--- config.mk ---
export PLATFORM = sky130hd
export DESIGN_NAME = uart_tx_arbiter_flat
export DESIGN_NICKNAME = d
export VERILOG_FILES = /design/src/rtl/uart_arb_pkg.sv /design/src/rtl/uart_tx_arbiter_if.sv /design/src/rtl/rr_pick.sv /design/src/rtl/uart_tx_arbiter.sv /design/src/flat_wrapper.sv
export SDC_FILE = /design/constraint.sdc
export NUM_CORES = 1
export LEC_CHECK = 0
export ABC_AREA = 1
export CAP_MARGIN = 20
export CORE_ASPECT_RATIO = 0.6
export CORE_UTILIZATION = 25
export CTS_CLUSTER_DIAMETER = 80
export DETAILED_ROUTE_END_ITERATION = 8
export GPL_TIMING_DRIVEN = 0
export HOLD_SLACK_MARGIN = 0.12
export SYNTH_ARGS = -nofsm -noshare
export SYNTH_HDL_FRONTEND = slang
export SYNTH_SLANG_ARGS = --single-unit
--- constraint.sdc ---
create_clock -name clk_50m -period 5.4 [get_ports clk_50m]
set_input_delay 1.08 -clock clk_50m [delete_from_list [all_inputs] [get_ports clk_50m]]
set_output_delay 1.08 -clock clk_50m [all_outputs]
set_load 0.02 [all_outputs]
--- src/rtl/uart_arb_pkg.sv ---
// uart_arb_pkg: shared types, baud-derived defaults and width helper for the UART TX arbiter
package uart_arb_pkg;
  typedef enum logic [1:0] {IDLE, SEND, WAIT} state_e;
  localparam int CLK_HZ        = 50_000_000;
  localparam int BAUD          = 115200;
  localparam int BITS_PER_BYTE = 10;
  localparam int BYTE_CLKS_DEF = (CLK_HZ / BAUD) * BITS_PER_BYTE;
  function automatic int clog2_min1(input int n);
    return (n > 1) ? $clog2(n) : 1;
  endfunction
endpackage

--- src/rtl/uart_tx_arbiter_if.sv ---
// uart_tx_arbiter_if: producer request bus plus the transmitter-facing strobes of the arbiter
interface uart_tx_arbiter_if import uart_arb_pkg::*; #(parameter int NUM_REQ = 4) ();
  localparam int GW = clog2_min1(NUM_REQ);
  logic [NUM_REQ-1:0]   req_valid;
  logic [8*NUM_REQ-1:0] req_data;
  logic [NUM_REQ-1:0]   req_ready;
  logic [7:0]           uart_tx_data;
  logic                 uart_tx_enable;
  logic                 busy;
  logic [GW-1:0]        grant_idx;
  modport master (output req_valid, req_data, input req_ready, uart_tx_data, uart_tx_enable, busy, grant_idx);
  modport slave (input req_valid, req_data, output req_ready, uart_tx_data, uart_tx_enable, busy, grant_idx);
endinterface

--- src/rtl/rr_pick.sv ---
// rr_pick: combinational round-robin picker, first set request at or above ptr_i, wrapping to 0
module rr_pick #(
  parameter int N = 4,
  parameter int W = 2
) (
  input  logic [N-1:0] req_i,
  input  logic [W-1:0] ptr_i,
  output logic         any_o,
  output logic [W-1:0] idx_o
);
  assign any_o = |req_i;
  always_comb begin
    logic [W-1:0] k;
    k = '0;
    idx_o = '0;
    // scan offsets downward so the smallest offset from the pointer wins
    for (int i = N - 1; i >= 0; i--) begin
      k = W'((int'(ptr_i) + i) % N);
      if (req_i[k]) idx_o = k;
    end
  end
endmodule

--- src/rtl/uart_tx_arbiter.sv ---
// uart_tx_arbiter: round-robin sharing of one UART transmitter, paced by a fixed per-byte clock budget
module uart_tx_arbiter import uart_arb_pkg::*; #(
  parameter int NUM_REQ     = 4,
  parameter int BYTE_CLKS   = BYTE_CLKS_DEF,
  parameter int ENABLE_CLKS = 1
) (
  input logic clk_50m,
  input logic reset,
  uart_tx_arbiter_if.slave bus
);
  localparam int GW = clog2_min1(NUM_REQ);
  localparam int CW = clog2_min1(BYTE_CLKS);
  state_e               state_q, state_d;
  logic [CW-1:0]        cnt_q, cnt_d;
  logic [GW-1:0]        ptr_q, ptr_d, gidx_q, gidx_d, win;
  logic [NUM_REQ-1:0]   ready_q, ready_d;
  logic [7:0]           data_q, data_d;
  logic                 en_q, en_d, busy_q, busy_d, any, grant, send_done, wait_done;
  rr_pick #(.N(NUM_REQ), .W(GW)) u_pick (
    .req_i (bus.req_valid),
    .ptr_i (ptr_q),
    .any_o (any),
    .idx_o (win)
  );
  assign send_done = cnt_q == CW'(ENABLE_CLKS - 1);
  assign wait_done = cnt_q == CW'(BYTE_CLKS - 1);
  assign grant     = state_q == IDLE && any;
  always_ff @(posedge clk_50m or posedge reset) begin
    if (reset) begin
      state_q <= IDLE;
      cnt_q   <= '0;
      ptr_q   <= '0;
      gidx_q  <= '0;
      ready_q <= '0;
      data_q  <= 8'h00;
      en_q    <= 1'b0;
      busy_q  <= 1'b0;
    end else begin
      state_q <= state_d;
      cnt_q   <= cnt_d;
      ptr_q   <= ptr_d;
      gidx_q  <= gidx_d;
      ready_q <= ready_d;
      data_q  <= data_d;
      en_q    <= en_d;
      busy_q  <= busy_d;
    end
  end
  always_comb begin
    state_d = (state_q == IDLE) ? (any ? SEND : IDLE) :
              (state_q == SEND) ? (send_done ? WAIT : SEND) :
              (wait_done ? IDLE : WAIT);
  end
  // the counter keeps running from SEND entry through WAIT, so one compare closes the byte slot
  always_comb begin
    ready_d      = '0;
    ready_d[win] = grant;
    data_d       = grant ? bus.req_data[{win, 3'b000} +: 8] : data_q;
    gidx_d       = grant ? win : gidx_q;
    ptr_d        = grant ? ((win == GW'(NUM_REQ - 1)) ? '0 : win + 1'b1) : ptr_q;
    cnt_d        = grant ? '0 : (state_q == IDLE) ? cnt_q : cnt_q + 1'b1;
    en_d         = state_d == SEND;
    busy_d       = state_d != IDLE;
  end
  assign bus.req_ready      = ready_q;
  assign bus.uart_tx_data   = data_q;
  assign bus.uart_tx_enable = en_q;
  assign bus.busy           = busy_q;
  assign bus.grant_idx      = gidx_q;
endmodule

--- src/flat_wrapper.sv ---
// flat-port wrapper written by rule: the top's interface ports become plain ports
module uart_tx_arbiter_flat import uart_arb_pkg::*;
#(
  parameter int NUM_REQ     = 4,
  parameter int BYTE_CLKS   = BYTE_CLKS_DEF,
  parameter int ENABLE_CLKS = 1
)
  (clk_50m, reset, bus_req_valid, bus_req_data, bus_req_ready, bus_uart_tx_data, bus_uart_tx_enable, bus_busy, bus_grant_idx);
  uart_tx_arbiter_if #(.NUM_REQ(NUM_REQ)) bus_i ();
  input logic clk_50m;
  input logic reset;
  input wire logic [$bits(bus_i.req_valid)-1:0] bus_req_valid;
  input wire logic [$bits(bus_i.req_data)-1:0] bus_req_data;
  output wire logic [$bits(bus_i.req_ready)-1:0] bus_req_ready;
  output wire logic [$bits(bus_i.uart_tx_data)-1:0] bus_uart_tx_data;
  output wire logic [$bits(bus_i.uart_tx_enable)-1:0] bus_uart_tx_enable;
  output wire logic [$bits(bus_i.busy)-1:0] bus_busy;
  output wire logic [$bits(bus_i.grant_idx)-1:0] bus_grant_idx;
  assign bus_i.req_valid = bus_req_valid;
  assign bus_i.req_data = bus_req_data;
  assign bus_req_ready = bus_i.req_ready;
  assign bus_uart_tx_data = bus_i.uart_tx_data;
  assign bus_uart_tx_enable = bus_i.uart_tx_enable;
  assign bus_busy = bus_i.busy;
  assign bus_grant_idx = bus_i.grant_idx;
  uart_tx_arbiter #(.NUM_REQ(NUM_REQ), .BYTE_CLKS(BYTE_CLKS), .ENABLE_CLKS(ENABLE_CLKS)) u_core (.clk_50m(clk_50m), .reset(reset), .bus(bus_i));
endmodule
==> reports/qor.txt, run 1 <==
Worst slew pin tran: 0.755 ns
Slew Viols, Final: 0
Vias per cell: 4.30
Fmax: 347 MHz
TritonCTS Buffers: 5
Init Core Util: 0.261
Worst-path cell chain: clkdlybuf4s50_1, inv_1, o21ai_2, nand2_1, nand3_2, nand3_2, nand2_4, buf_12, inv_1, ha_1, nand2_1, o21ai_0
Critical path class: input pin to flip-flop
Sequential share of the synthesized area: 0.398
#FFs+latches synth: 33
FFs w/ async S/R, synth: 1.00
Layout fillers: 833
DP Wirelength: 4230 um
Nature of the critical path startpoint: input pin
# resized after CTS: 0
Core Region: 7950 sq um
Clock sink total: 33
Global placer's final weighted congestion: 0.801
1st-pass router iterations: 4
CTS H-Tree Depth: 2
RSZ-0062 raised after global routing: false
I/O Pins: 54
Worst hold path class: flip-flop to flip-flop
Row cnt: 25
Post-Place Worst Slack: 2.26 ns
Final Routed Wirelength: 5390 um
Clock Root Buffer: clkbuf_16
Yosys warning count: 0
Reg2Reg Depth: 11
PwrDens: 569 nW/um^2
Antenna violations before repair: 0
Cell count after synthesis: 297
Post-synth EDFFs: 0
R2r setup slk: 3.39 ns
CP max FO: 10
Largest stage delay, worst path: 0.51 ns
Final antenna-violating net count: 0
Synth area leader: dfrtp_1
Clock transition at the registers of the reported paths: 0.05 ns
Dominant synthesized flop cell: dfrtp_1
WP data arrival: 3.04 ns
Final Cell Area: 2910 sq um
Min Tclk post-route: 2.88 ns
Final net count: 399
Worst rel slew slack: 0.496
Late-Pin Clk Latency: 0.28 ns
Chip Height: 72.6 um
Wire length per cell: 11.5 um
Die W: 120 um
Dominant logic cell type in the layout: nand2_1
Final setup fails: 0
Cycle use final: 0.534
Tool Warnings: 27
Crit-path slowest cell: clkdlybuf4s50_1
Hold buffers post-CTS: 0
Largest net degree at the start of global routing: 18
Synth top area cells: dfrtp_1 (40%), nand2_1 (14%), nand3_1 (12%)
Outcome: finished clean
Worst Setup End Kind: flip-flop
Top logic cells by instance count in the layout: nand2_1 (77), inv_1 (60), clkdlybuf4s50_1 (53)
Endpoints failing hold: 0
Initial DRC Count: 120
Residual DRC: 0
Grt ovf: 0
WP data required: 5.56 ns
Hold Path Depth: 2
Count of cell types in the netlist: 27
Top cell area share: 0.398
Lkg Pwr: 1.48 nW
Synthesized chip area reported by yosys: 2080 sq um
Chip area: 8680 sq um
Share of layout cells above drive strength 1: 0.109
==> run 1: per-layer routing <==
| metal | up-vias | share of wire | GRT usage |
|---|---|---|---|
| met2 | 70 | 0.38 | 0.188 |
| li1 | 1041 | - | - |
| met3 | 7 | 0.054 | 0.0297 |
| met1 | 892 | 0.56 | 0.203 |
| met5 | - | 0 | 0 |
| met4 | 0 | 0.011 | 0.0417 |
==> run 1: registers in the layout, indices dropped and copies added (netlist names) <==
signal                     cells
u_core.bus.busy                1
u_core.bus.uart_tx_data        8
u_core.bus.grant_idx           2
u_core.state_q                 2
u_core.bus.uart_tx_enable      1
u_core.bus.req_ready           4
u_core.ptr_q                   2
u_core.cnt_q                  13
==> run 1: final timing paths <==
| kind | startpoint | endpoint |
|---|---|---|
| max reg2reg | u_core.ptr_q[0]$_DFFE_PP0P_ | u_core.ptr_q[1]$_DFFE_PP0P_ |
| max | bus_req_valid[3] | u_core.ptr_q[1]$_DFFE_PP0P_ |
| min in group asynchronous | reset | u_core.bus.uart_tx_data[4]$_DFFE_PP0P_ |
| max in group asynchronous | reset | u_core.cnt_q[6]$_DFFE_PP0P_ |
| min reg2reg | u_core.bus.grant_idx[1]$_DFFE_PP0P_ | u_core.bus.grant_idx[1]$_DFFE_PP0P_ |
| min | u_core.bus.grant_idx[1]$_DFFE_PP0P_ | u_core.bus.grant_idx[1]$_DFFE_PP0P_ |
==> run 1: logic make-up (layout without fill, tap and decap cells) <==
group           Yosys count  count (layout)  synth area share
buf+inv                  72             134             0.152
compound gates           21              21            0.0555
simple gates            168             168             0.377
fa+ha+maj                 3               3            0.0181
flops                    33              33             0.398
==> run 1: area by class of cell <==
cell class	instances	area, sq um	share of cell area
Clock inverter	2	10.0	0.00344
Timing Repair Buffer	54	558	0.192
Multi-Input combinational cell	192	935	0.321
Buffer	9	71.3	0.0245
Sequential cell	33	826	0.284
Tap cell	108	135	0.0465
Inverter	63	244	0.0839
Clock buffer	6	129	0.0443
==> run 1: metrics by stage <==
step / instances / total power, mW / util
4_1_cts: 467 / 1.67 / 0.366
3_5_place_dp: 459 / 1.39 / 0.349
3_3_place_gp: 458 / 1.37 / 0.345
5_1_grt: 467 / 1.81 / 0.366
2_1_floorplan: 297 / 1.09 / -
6_report: 467 / 1.65 / 0.366
==> run 1: synth_stat cells, drive strengths merged, types with 2 or more instances <==
cell and number:
nand3 53, a21oi 2, nand2 91, nor4 2
nor3 4, dfrtp 33, inv 63, buf 9
ha 3, nand4 2, o21ai 16, nor2 15
==> run 1: critical path: cells and delay by family <==
| family | cells | cell delay (ns) |
|---|---|---|
| buf+inv | 4 | 0.80 |
| simple gates | 5 | 0.66 |
| fa+ha+maj | 1 | 0.27 |
| compound gates | 2 | 0.23 |
==> run 1: power by group <==
| group | leakage (nW) | internal (mW) | switching [mW] | total (mW) |
|---|---|---|---|---|
| combinational | 0.988 | 0.395 | 0.595 | 0.991 |
| sequential | 0.422 | 0.334 | 0.0591 | 0.394 |
| clock | 0.0706 | 0.169 | 0.0999 | 0.269 |
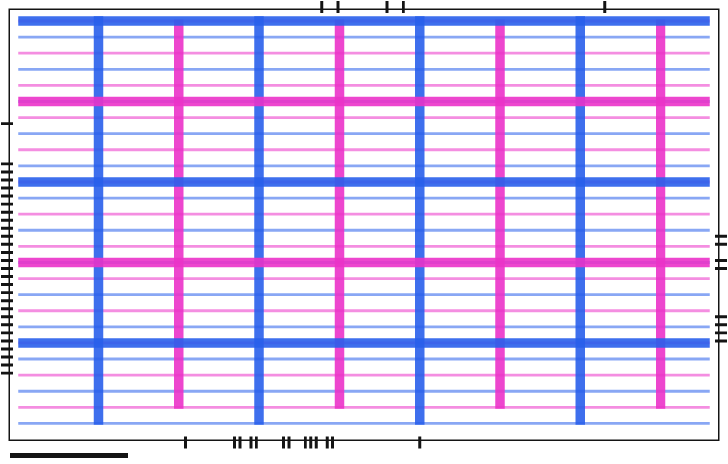
Figure 1: run 1, supply network.
The bar under the picture is 20 um long. Pins as bars on the die edge.
[VDD] magenta
[VSS] blue
rows: 25
signal pins: 54
met5 straps: 5

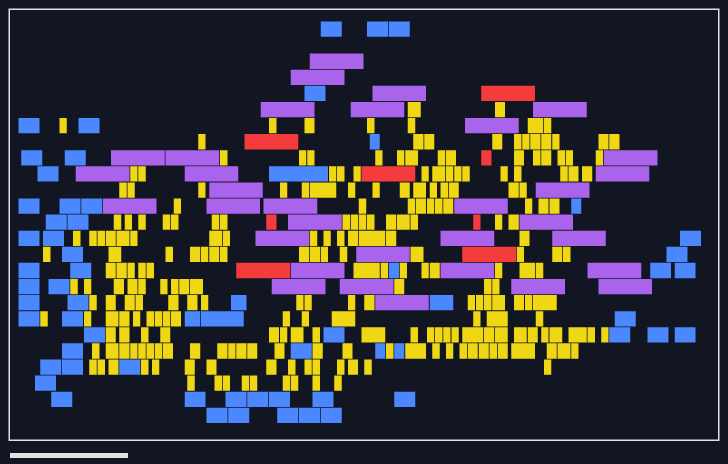
Figure 2: run 1, placed cells, one color a class.
The bar under the picture is 20 um long.
[remaining buffers and delay cells] blue | cells: 63 | share of their area: 23%
[clock drivers and dummy loads] red | cells: 8 | share of their area: 5.0%
[sequential cells] purple | cells: 33 | share of their area: 30%
[remaining logic cells] yellow | cells: 255 | share of their area: 43%

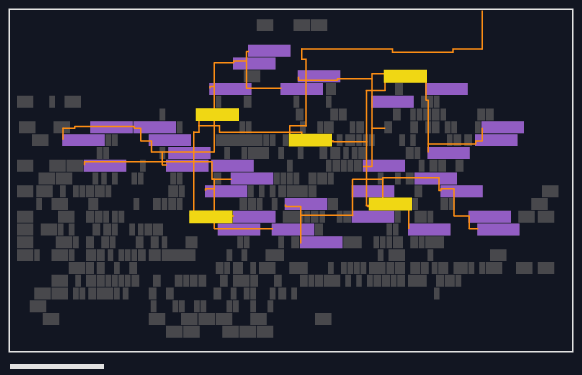
Figure 3: run 1, clock wires, drivers and flops.
The bar under the picture is 20 um long.
[flip-flops] purple | count: 33
[clock-net drivers] yellow | count: 5
[clock wires] orange | length: 480 um
routed clock nets: 6

==> run 2: changes to the inputs <==
==> constraint.sdc (replaced) <==
create_clock -name clk_50m -period 2.8 [get_ports clk_50m]
set_input_delay 0.56 -clock clk_50m [delete_from_list [all_inputs] [get_ports clk_50m]]
set_output_delay 0.56 -clock clk_50m [all_outputs]
set_load 0.02 [all_outputs]
==> run 2 against run 1 <==
- synthesized area is the same
- sequential power rose by 93%
- critical endpoint unchanged
- final cell count unchanged
==> reports/qor.txt, run 2 <==
Dominant synthesized flop cell: dfrtp_1
Sequential share of the synthesized area: 0.398 (unchanged)
Grt peak-use layer: met1
Worst hold path class: flip-flop to flip-flop
Final Routed Wirelength: 5390 um (unchanged)
Synthesized chip area reported by yosys: 2080 sq um (unchanged)
Nature of the critical path startpoint: input pin
Outcome: finished clean
Chip Height: 72.6 um (unchanged)
Chip area: 8680 sq um (unchanged)
Dominant logic cell type in the layout: nand2_1
Grt ovf: 0 (unchanged)
WP data arrival: 2.52 ns (-0.52 ns)
M1 GR Usage: 0.203 (unchanged)
Synth cell count leaders: nand2_1 (77), inv_1 (60), nand3_1 (50)
Largest net degree at the start of global routing: 18 (unchanged)
Synth area leader: dfrtp_1
RSZ-0062 raised after global routing: false
Clock Root Buffer: clkbuf_16
Worst Setup End Kind: flip-flop
Clock transition at the registers of the reported paths: 0.05 ns (about the same)
WP data required: 2.96 ns (-2.60 ns)
Lkg Pwr: 1.48 nW (unchanged)
Yosys warning count: 0 (unchanged)
Synth top area cells: dfrtp_1 (40%), nand2_1 (14%), nand3_1 (12%)
Layout Cells excl Fill: 467 (unchanged)
Max reg flops: 13 (unchanged)
Row cnt: 25 (unchanged)
Final setup fails: 0 (unchanged)
Endpoints failing hold: 0 (unchanged)
Final antenna-violating net count: 0 (unchanged)
Residual DRC: 0 (unchanged)
Global placer's final weighted congestion: 0.801 (unchanged)
Vias per cell: 4.30 (unchanged)
Antenna violations before repair: 0 (unchanged)
Fmax: 423 MHz
# resized after CTS: 0 (unchanged)
Post-Place Worst Slack: 0.175 ns (-2.08 ns)
Crit-path slowest cell: clkdlybuf4s50_1
I/O Pins: 54 (unchanged)
Top logic cells by instance count in the layout: nand2_1 (77), inv_1 (60), clkdlybuf4s50_1 (53)
Synth top cell by count: nand2_1
Met3 usage: 0.0297 (unchanged)
Post-synth EDFFs: 0 (unchanged)
PwrDens: 1100 nW/um^2 (+93%)
DP Wirelength: 4230 um (unchanged)
Worst-path cell chain: clkdlybuf4s50_1, inv_1, o21ai_2, nand2_1, nand3_2, nand3_2, nand2_4, buf_12, inv_1, ha_1, nand2_1, o21ai_0
Init Core Util: 0.261 (unchanged)
Buf/Inv on CP: 4 (unchanged)
CP max FO: 10 (unchanged)
Wire length per cell: 11.5 um (unchanged)
Hold buffers post-CTS: 0 (unchanged)
Biggest register: u_core.cnt_q
Core Region: 7950 sq um (unchanged)
CTS H-Tree Depth: 2 (unchanged)
Largest stage delay, worst path: 0.51 ns (about the same)
GR Util met2: 0.188 (unchanged)
TritonCTS Buffers: 5 (unchanged)
Slew Viols, Final: 0 (unchanged)
DP Cell Count: 459 (unchanged)
Cell count after synthesis: 297 (unchanged)
Critical path class: input pin to flip-flop
#FFs+latches synth: 33 (unchanged)
Top cell area share: 0.398 (unchanged)
Tool Warnings: 27 (unchanged)
[run 2: cell counts in the layout (fill, tap and decap cells not counted)]
No cell type changed its count.
[run 2: final cells by class]
type	count	area [sq um]
flip-flops and latches	33	826
multi-input cells	192	935
repair buffers	54	558
plain buffers	9	71.3
inverters	63	244
well taps	108	135
fillers	833	5040
clock buffers	6	129
clock inverters	2	10.0
[run 2: per-stage QoR]
stage	util	hold slack, ns	total power [mW]	cell area (sq um)
global placement	0.345	0.485	2.65	2740
finish	0.366	0.493	3.19	2910
CTS	0.366	0.495	3.23	2910
floorplan	-	0.480	2.10	2080
global route	0.366	0.517	3.48	2910
detailed placement	0.349	0.472	2.69	2770
[run 2: tightest hold or removal path: cells and delay by family (launching register included)]
kind | cells | cell delay (ns)
AND-OR/OR-AND | 1 | 0.06
flip-flops | 1 | 0.35
AND/OR/NAND/NOR | 1 | 0.05
[run 2: logic make-up (layout without fill, tap and decap cells)]
kind of cell,Yosys count,after routing,synth area share
AOI/OAI and AO/OA,21,21,0.0555
adders and majority gates,3,3,0.0181
buffers and inverters,72,134,0.152
DFF,33,33,0.398
and+or+nand+nor,168,168,0.377
[run 2: power breakdown]
part           leakage, nW  switching, mW  internal, mW
clock               0.0706          0.193         0.326
sequential           0.422          0.114         0.645
combinational        0.988           1.15         0.762
[run 2: final timing paths]
path | cells past startpoint | slack, ns | endpoint | from
worst max register to register | 11 | 0.79 | u_core.ptr_q[1]$_DFFE_PP0P_ | u_core.ptr_q[0]$_DFFE_PP0P_
worst max-delay path | 12 | 0.44 | u_core.ptr_q[1]$_DFFE_PP0P_ | bus_req_valid[3]
worst min register to register | 2 | 0.49 | u_core.bus.grant_idx[1]$_DFFE_PP0P_ | u_core.bus.grant_idx[1]$_DFFE_PP0P_
max in group asynchronous | 3 | 1.54 | u_core.cnt_q[6]$_DFFE_PP0P_ | reset
worst min-delay path | 2 | 0.49 | u_core.bus.grant_idx[1]$_DFFE_PP0P_ | u_core.bus.grant_idx[1]$_DFFE_PP0P_
min in group asynchronous | 2 | 0.72 | u_core.bus.uart_tx_data[4]$_DFFE_PP0P_ | reset
[run 2: routing by layer]
layer | wire [um] | part of all wire | vias to the layer above
li1 | - | - | 1041
met1 | 2990 | 0.56 | 892
met2 | 2050 | 0.38 | 70
met3 | 290 | 0.054 | 7
met4 | 59 | 0.011 | 0
met5 | 0 | 0 | -
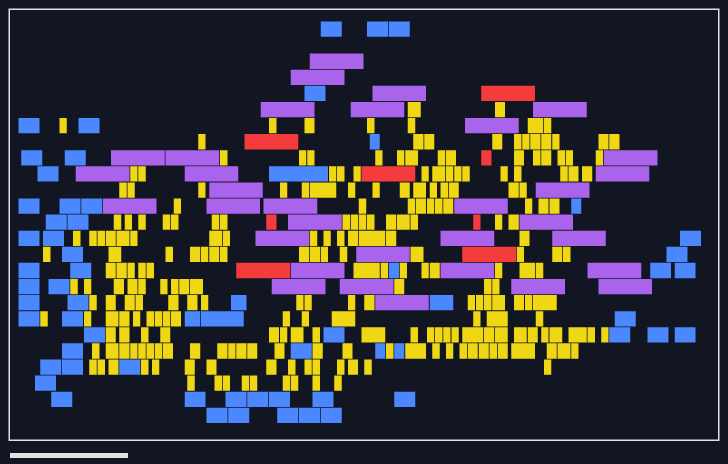
Figure 4: run 2, placed cells, one color a class.
The bar under the picture is 20 um long.
[sequential cells] purple | cells: 33 | share of their area: 30%
[remaining logic cells] yellow | cells: 255 | share of their area: 43%
[clock drivers and dummy loads] red | cells: 8 | share of their area: 5.0%
[remaining buffers and delay cells] blue | cells: 63 | share of their area: 23%

==> run 3: changes to the inputs <==
==> constraint.sdc (replaced) <==
create_clock -name clk_50m -period 2.25 [get_ports clk_50m]
set_input_delay 0.45 -clock clk_50m [delete_from_list [all_inputs] [get_ports clk_50m]]
set_output_delay 0.45 -clock clk_50m [all_outputs]
set_load 0.02 [all_outputs]
==> run 3 against run 2 <==
- combinational power up 28%
- critical path depth unchanged
- highest routed layer unchanged
- global-route usage did not move
- non-clock buffer count grew 2
- sequential share of layout area decreased by 0.21 points
- first-iteration DRC count rose by 3.3%
- sequential cell count is the same
- design area increased by 0.73%
- clock-buffer cell count is the same
- die size stayed put
- power rose by 26%
==> reports/qor.txt, run 3 <==
Wire length per cell: 11.6 um (+0.31%)
Final Routed Wirelength: 5430 um (+0.74%)
Vias in the first global route: 1894
RSZ-0062 raised after global routing: true
Final antenna-violating net count: 0 (unchanged)
Critical path class: input pin to flip-flop
Nature of the critical path startpoint: input pin
Grt ovf: 0 (unchanged)
CTS H-Tree Depth: 2 (unchanged)
Final worst slack: 0.0323 ns
Buffers on Ports: 53
Dominant synthesized flop cell: dfrtp_1
Reg2reg end: u_core.ptr_q[1]$_DFFE_PP0P_
Placed Area: 2770 sq um (unchanged)
WP data arrival: 2.37 ns (-0.15 ns)
Slew Viols, Final: 0 (unchanged)
Endpoints failing hold: 0 (unchanged)
Yosys warning count: 0 (unchanged)
PwrDens: 1380 nW/um^2 (+26%)
Outcome: finished clean
Mux frac, synth: 0 (unchanged)
Cell count after synthesis: 297 (unchanged)
Post-Place Worst Slack: -0.265 ns (-0.440 ns)
I/O Pins: 54 (unchanged)
Core Region: 7950 sq um (unchanged)
Layout fillers: 833 (unchanged)
Chip Height: 72.6 um (unchanged)
TritonCTS Buffers: 5 (unchanged)
Synth area leader: dfrtp_1
Top logic cells by instance count in the layout: nand2_1 (77), inv_1 (60), clkdlybuf4s50_1 (53)
Share of layout cells above drive strength 1: 0.116
Init Core Util: 0.261 (unchanged)
Synth top area cells: dfrtp_1 (40%), nand2_1 (14%), nand3_1 (12%)
Dominant logic cell type in the layout: nand2_1
Sequential share of the synthesized area: 0.398 (unchanged)
Biggest register: u_core.cnt_q
CP max FO: 10 (unchanged)
Vias per cell: 4.30 (-0.13%)
Final setup fails: 0 (unchanged)
Worst r2r src: u_core.ptr_q[0]$_DFFE_PP0P_
Syn nets: 338
Antenna violations before repair: 0 (unchanged)
Top cell area share: 0.398 (unchanged)
XOR Share, Synth: 0 (unchanged)
Clock Root Buffer: clkbuf_16
Post-synth EDFFs: 0 (unchanged)
Hold Path Depth: 2 (unchanged)
Hold buffers post-CTS: 0 (unchanged)
Clock transition at the registers of the reported paths: 0.05 ns (about the same)
Chip area: 8680 sq um (unchanged)
Final Cell Area: 2930 sq um (+0.73%)
Reg2Reg Depth: 13 (+2)
Comb area leader: simple AND/OR/NAND/NOR gates
Worst Setup End Kind: flip-flop
#FFs+latches synth: 33 (unchanged)
Synth cell count leaders: nand2_1 (77), inv_1 (60), nand3_1 (50)
Synth top cell by count: nand2_1
Basic Gates by Area: 0.377 (unchanged)
CP endpoint: u_core.ptr_q[1]$_DFFE_PP0P_
DP Wirelength: 4230 um (unchanged)
Residual DRC: 0 (unchanged)
Aoi share: 0.0555 (unchanged)
Clock sink total: 33
WP data required: 2.41 ns (-0.55 ns)
R2r setup slk: 0.30 ns (-0.49 ns)
Largest net degree at the start of global routing: 18 (unchanged)
Lkg Pwr: 1.49 nW (+0.67%)
Tool Warnings: 28 (+3.7%)
Max reg flops: 13 (unchanged)
1st-pass router iterations: 4
Worst hold path class: flip-flop to flip-flop
==> run 3: cell count changes in the layout (fill, tap and decap cells not counted), sizes merged <==
cell  before  now
buf       10   12
==> run 3: final cells by class <==
| type | count | area [sq um] | area share |
|---|---|---|---|
| buffer | 9 | 71.3 | 0.0243 |
| clock buffer | 6 | 129 | 0.0440 |
| clock inverter | 2 | 10.0 | 0.00342 |
| inverter | 63 | 244 | 0.0833 |
| multi-input combinational | 192 | 941 | 0.321 |
| sequential | 33 | 826 | 0.282 |
| tap | 108 | 135 | 0.0461 |
| timing repair buffer | 56 | 573 | 0.196 |
==> run 3: what timing repair did <==
action	4_1_cts	5_1_grt
setup endpoints to repair	0	15
gates resized	0	1
setup buffers	0	2
==> run 3: cells by family (layout without fill, tap and decap cells) <==
kind of cell / after synthesis / in the layout
and+or+nand+nor: 168 / 168
buffers and inverters: 72 / 136
DFF: 33 / 33
AOI/OAI and AO/OA: 21 / 21
adders and majority gates: 3 / 3
==> run 3: power by group <==
part | total, mW | internal, mW | switching [mW]
clock network | 0.646 | 0.406 | 0.240
registers | 0.944 | 0.803 | 0.141
logic | 2.44 | 0.998 | 1.44
==> run 3: worst max-delay path, stage by stage <==
cell	delay, ns
clkdlybuf4s50_1	0.54
inv_1	0.10
o21ai_2	0.16
nand2_1	0.10
nand3_2	0.10
nand3_2	0.18
nand2_4	0.16
buf_12	0.14
inv_1	0.05
ha_1	0.27
nand2_1	0.06
o21ai_0	0.07
==> run 3: worst min-delay path by stage <==
stage	from	to
2_1_floorplan	u_core.cnt_q[9]$_DFFE_PP0P_	u_core.cnt_q[9]$_DFFE_PP0P_
3_3_place_gp	u_core.bus.grant_idx[1]$_DFFE_PP0P_	u_core.bus.grant_idx[1]$_DFFE_PP0P_
3_5_place_dp	u_core.bus.uart_tx_data[4]$_DFFE_PP0P_	u_core.bus.uart_tx_data[4]$_DFFE_PP0P_
4_1_cts	u_core.bus.uart_tx_data[4]$_DFFE_PP0P_	u_core.bus.uart_tx_data[4]$_DFFE_PP0P_
5_1_grt	u_core.bus.grant_idx[1]$_DFFE_PP0P_	u_core.bus.grant_idx[1]$_DFFE_PP0P_
6_report	u_core.bus.grant_idx[1]$_DFFE_PP0P_	u_core.bus.grant_idx[1]$_DFFE_PP0P_
==> run 3: per-layer routing <==
| metal | global-route usage | share of wire | vias to the layer above |
|---|---|---|---|
| met2 | 0.188 | 0.38 | 67 |
| met3 | 0.0297 | 0.052 | 7 |
| li1 | - | - | 1045 |
| met4 | 0.0417 | 0.011 | 0 |
| met5 | 0 | 0 | - |
| met1 | 0.203 | 0.56 | 897 |
==> run 3: per-stage QoR <==
stage | std cells | hold slack, ns | TNS (ns) | total power, mW | utilization
after floorplan | 297 | 0.480 | 0 | 2.62 | -
after global placement | 458 | 0.485 | -4.04 | 3.30 | 0.345
after detailed placement | 459 | 0.472 | -3.85 | 3.34 | 0.349
after CTS | 467 | 0.495 | 0 | 4.01 | 0.366
after global routing | 469 | 0.517 | -0.0777 | 4.40 | 0.369
final | 469 | 0.491 | 0 | 4.03 | 0.369
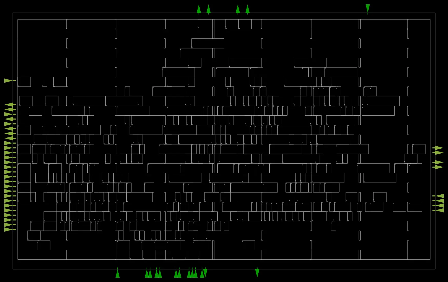
Figure 5: run 3, cell placement.
Core Util, Final: 0.369
row cnt: 25

Power and IR drop assume default switching activity.
